**src/rtl/deco_pkg.sv**
```systemverilog
// Shared types and widths for the decode-stage immediate path.
package deco_pkg;

  localparam int INTEGER_WIDTH = 32;
  localparam int IMM_WIDTH     = 19;

  typedef enum logic [1:0] {
    SEXT  = 2'b00,
    ZEXT  = 2'b01,
    UPPER = 2'b10,
    NONE  = 2'b11
  } imm_sel_t;

  typedef enum logic [1:0] {
    EMPTY = 2'b00,
    ONE   = 2'b01,
    FULL  = 2'b10
  } stage_state_t;

endpackage

```
**src/rtl/deco_imm_stage_ctrl_imm_extend.sv**
```systemverilog
// Combinational immediate extender: widens the raw immediate field per selected format.
module imm_extend_unit
  import deco_pkg::*;
#(
  parameter int INTEGER_WIDTH = deco_pkg::INTEGER_WIDTH,
  parameter int IMM_WIDTH     = deco_pkg::IMM_WIDTH
) (
  input  logic [IMM_WIDTH-1:0]     imm,
  input  imm_sel_t                 sel,
  output logic [INTEGER_WIDTH-1:0] ext
);

  localparam int PAD_W = INTEGER_WIDTH - IMM_WIDTH;

  always_comb begin
    ext = '0;
    unique case (sel)
      SEXT:    ext = {{PAD_W{imm[IMM_WIDTH-1]}}, imm};
      ZEXT:    ext = {{PAD_W{1'b0}}, imm};
      UPPER:   ext = {imm, {PAD_W{1'b0}}};
      NONE:    ext = '0;
      default: ext = '0;
    endcase
  end

endmodule

```
**src/rtl/deco_imm_stage_ctrl.sv**
```systemverilog
// Decode-stage controller: 2-entry skid buffer carrying instruction plus extended
// immediate toward execute, with hazard stall, flush and a saturating stall counter.
module deco_imm_stage_ctrl
  import deco_pkg::*;
#(
  parameter int INTEGER_WIDTH = deco_pkg::INTEGER_WIDTH,
  parameter int IMM_WIDTH     = deco_pkg::IMM_WIDTH,
  parameter int INSTR_WIDTH   = 32,
  parameter int CNT_WIDTH     = 16
) (
  input  logic                     clk,
  input  logic                     rst_n,
  input  logic                     in_valid,
  input  logic [INSTR_WIDTH-1:0]   in_instr,
  input  logic [1:0]               in_imm_sel,
  output logic                     in_ready,
  output logic                     out_valid,
  output logic [INSTR_WIDTH-1:0]   out_instr,
  output logic [INTEGER_WIDTH-1:0] out_imm,
  input  logic                     out_ready,
  input  logic                     stall,
  input  logic                     flush,
  output logic [CNT_WIDTH-1:0]     stall_cnt
);

  stage_state_t             state;
  logic [INSTR_WIDTH-1:0]   main_instr, skid_instr;
  logic [INTEGER_WIDTH-1:0] main_imm, skid_imm;
  logic [INTEGER_WIDTH-1:0] ext_imm;
  logic                     in_fire, out_fire;

  imm_extend_unit #(
    .INTEGER_WIDTH(INTEGER_WIDTH),
    .IMM_WIDTH    (IMM_WIDTH)
  ) u_imm_extend (
    .imm(in_instr[IMM_WIDTH-1:0]),
    .sel(imm_sel_t'(in_imm_sel)),
    .ext(ext_imm)
  );

  assign out_valid = (state != EMPTY);
  assign out_instr = main_instr;
  assign out_imm   = main_imm;
  assign in_fire   = in_valid & in_ready;
  assign out_fire  = out_valid & out_ready & ~stall;

  // in_ready is written with the next-state value so it never depends on out_ready combinationally
  always_ff @(posedge clk or negedge rst_n) begin
    if (!rst_n) begin
      state      <= EMPTY;
      in_ready   <= 1'b1;
      main_instr <= '0;
      main_imm   <= '0;
      skid_instr <= '0;
      skid_imm   <= '0;
    end else if (flush) begin
      state    <= EMPTY;
      in_ready <= 1'b1;
    end else begin
      unique case (state)
        EMPTY: begin
          if (in_fire) begin
            main_instr <= in_instr;
            main_imm   <= ext_imm;
            state      <= ONE;
          end
        end
        ONE: begin
          if (in_fire && out_fire) begin
            main_instr <= in_instr;
            main_imm   <= ext_imm;
          end else if (in_fire) begin
            skid_instr <= in_instr;
            skid_imm   <= ext_imm;
            state      <= FULL;
            in_ready   <= 1'b0;
          end else if (out_fire) begin
            state <= EMPTY;
          end
        end
        FULL: begin
          if (out_fire) begin
            main_instr <= skid_instr;
            main_imm   <= skid_imm;
            state      <= ONE;
            in_ready   <= 1'b1;
          end
        end
        default: begin
          state    <= EMPTY;
          in_ready <= 1'b1;
        end
      endcase
    end
  end

  always_ff @(posedge clk or negedge rst_n) begin
    if (!rst_n) begin
      stall_cnt <= '0;
    end else if (out_valid && stall && (stall_cnt != {CNT_WIDTH{1'b1}})) begin
      stall_cnt <= stall_cnt + CNT_WIDTH'(1);
    end
  end

endmodule

```
**config.mk**
```make
export PLATFORM = sky130hd
export DESIGN_NAME = deco_imm_stage_ctrl
export DESIGN_NICKNAME = d
export VERILOG_FILES = /design/src/rtl/deco_pkg.sv /design/src/rtl/deco_imm_stage_ctrl_imm_extend.sv /design/src/rtl/deco_imm_stage_ctrl.sv
export SDC_FILE = /design/constraint.sdc
export NUM_CORES = 1
export LEC_CHECK = 0
export CORE_MARGIN = 5
export CORE_UTILIZATION = 35
export DETAILED_ROUTE_END_ITERATION = 10
export HOLD_SLACK_MARGIN = 0.06
export PLACE_DENSITY = 0.55
export SLEW_MARGIN = 10
export SYNTH_ARGS = -nofsm -noshare
export SYNTH_HDL_FRONTEND = slang
export SYNTH_SLANG_ARGS = --single-unit
```
**constraint.sdc**
```tcl
create_clock -name clk -period 3.4 [get_ports clk]
set_input_delay 1.02 -clock clk [delete_from_list [all_inputs] [get_ports clk]]
set_output_delay 1.02 -clock clk [all_outputs]
set_load 0.005 [all_outputs]
```
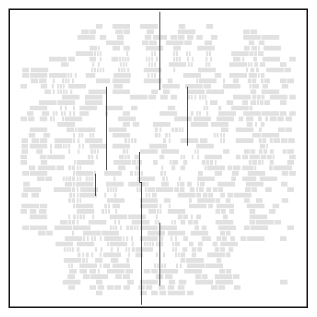
Figure 1: run 1, metal 4.
(2 px per um) Cells faint in the background.
main direction: vertical
share of all routed wire: 1.4%
longest straight run: 61.1 um
detailed-route wire length: 16920 um
via count: 5269

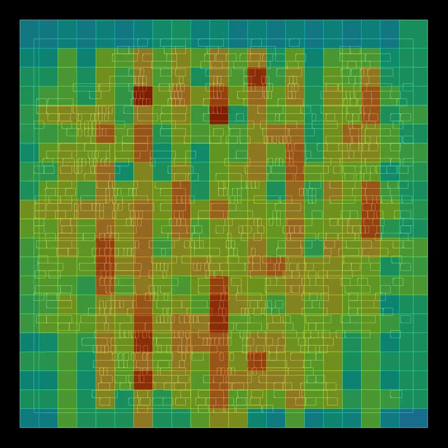
Figure 2: run 1, routing congestion.
Final Util: 46.03%
grt met1 use: 21.89%
drt wl/cell: 16.27 um
met2 GRT Util: 24.30%
gr busiest metal: met2

==> results_slide.txt, run 1 <==
Flow Results at a Glance

Status
  – Status: complete, no violations

Clocking
  – Sink Count: 147
  – Post-CTS Hold Buffers: 0

Yosys
  – Area leader share: 54.58%
  – Area fraction in compound gates: 11.85%
  – Gate count after technology mapping: 687
  – Number of standard cells reported by yosys: 687

Power and ir drop
  – Comb power: 1.39 mW
  – Clk. pwr: 1.69 mW

Drt
  – Met2 wire len: 7813 um
  – DR top layer: met4

Setup path
  – Worst setup path start: in_valid
  – Flop-to-flop setup slack: 0.93 ns
  – CP cell instances: clkdlybuf4s50_1, nand4b_1, or3_4, a211oi_1, a21o_1

Final layout
  – Combinational fraction of the cell area: 32.34%
  – Area Overhead vs Synth: 29.07%
  – Leading cell kind: flip-flops and latches

STA
  – Worst Tran Pin Value: 0.9877 ns

Global route
  – Antenna violations before repair: 0

Flow run
  – Maxcap violations: 0
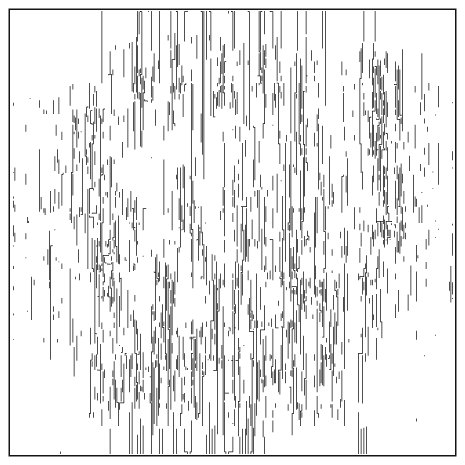
Figure 3: run 1, metal 2.
(3 px per um)
share of all routed wire: 46%
main direction: vertical

Figure 4. Met1 routing (run 1).
(2 px per um) Cells faint in the background.
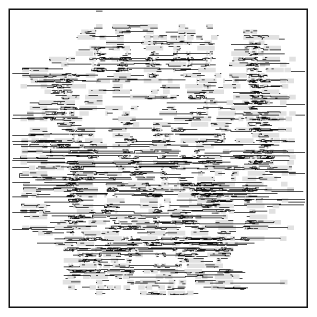

==> run 2: changes to the inputs <==
Clock period 3.4 ns to 2.7 ns, I/O delays scaled along.
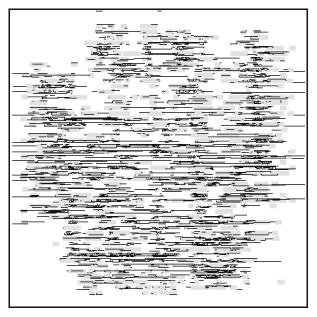
Figure 5: run 2, met1 routing.
(2 px per um) Cells faint in the background.
share of all routed wire: 47%
wire length on this layer: 8180 um
main direction: horizontal
longest straight run: 45.1 um
nets with wire on the layer: 771
via count: 5253
grt met1 use: 22.17%
detailed-route wire length: 17250 um

==> run 2 against run 1 <==
Against the previous run: register-to-register slack lost 0.16 ns; global-route usage is 0.42 points higher; non-clock buffer count up 13; count of clock-buffer cells in the layout fell by 8; first-iteration DRC count shrank 24%; final area is 3.6% higher; wire length rose by 1.9%; largest cell class unchanged; highest routed layer unchanged.
==> results_slide.txt, run 2 <==
Flow Results at a Glance

Status
  – Status: complete, no violations (unchanged)

Final layout
  – Post-route cell area: 8952 um2 (was 8640 um2)
  – Post-layout nets: 847 (was 834)
  – Layout cells sized above 1: 8.913% (was 6.700%)
  – Combinational fraction of the cell area: 31.21% (was 32.34%)
  – Area Overhead vs Synth: 33.74% (was 29.07%)
  – Leading cell kind: flip-flops and latches (unchanged)
  – Layout fillers: 1750 (was 1765)
  – Final Util: 47.70% (was 46.03%)
  – Seq area share: 41.10% (was 42.59%)

Flow run
  – Maxcap violations: 0 (unchanged)

Power and ir drop
  – Sequential power share: 42.7% (was 45.8%)
  – Power per Cell Area: 859.3 nW/um2 (was 656.9 nW/um2)
  – Clk. pwr: 2.63 mW (was 1.69 mW)
  – Sw Pwr: 2.058 mW (was 1.560 mW)
  – Comb power: 1.78 mW (was 1.39 mW)

Setup path
  – CP cell instances: or2_1, clkdlybuf4s50_1 (was clkdlybuf4s50_1, nand4b_1, or3_4, a211oi_1, a21o_1)
  – RR Endpoint: out_instr[7] (was out_imm[30])
  – Worst setup path start: state[1] (was in_valid)
  – Crit path DAT: 1.63 ns (was 3.06 ns)
  – Flop-to-flop setup slack: 0.77 ns (was 0.93 ns)
  – Origin of the critical flop-to-flop path: state[1] (was state[0])

Drt
  – DR vias/cell: 4.989 (was 5.066)
  – Drt wl/cell: 16.38 um (was 16.27 um)
  – DR top layer: met4 (unchanged)
  – Met2 wire len: 7885 um (was 7813 um)

STA
  – Worst Tran Pin Value: 0.5575 ns (was 0.9877 ns)
  – RSZ-0062 raised after global routing: false (unchanged)
  – Final TNS setup: 0 ns (unchanged)

Global route
  – Gr busiest metal: met2 (unchanged)
  – First-pass GRT wire length: 28300 um (was 27540 um)
  – Antenna violations before repair: 0 (unchanged)

Yosys
  – Post-synthesis xor/xnor area fraction: 1.701% (unchanged)
  – Number of standard cells reported by yosys: 687 (unchanged)
  – Gate count after technology mapping: 687 (unchanged)
  – Area fraction in compound gates: 11.85% (unchanged)
  – Area leader share: 54.58% (unchanged)
  – Adder Area Share: 0.1869% (unchanged)

Clocking
  – Sink Count: 147 (unchanged)
  – Post-CTS Hold Buffers: 0 (unchanged)
  – CTS Buffer Depth: 2 (unchanged)
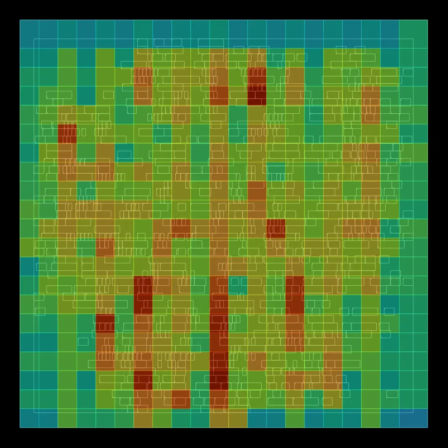
Figure 6: run 2, routing congestion.
Tot GR Track Use: 16.17%
met2 GRT Util: 24.98%
GRT met3 Usage: 3.839%

Power figures rest on the tool's default switching activity, not on a simulated workload.
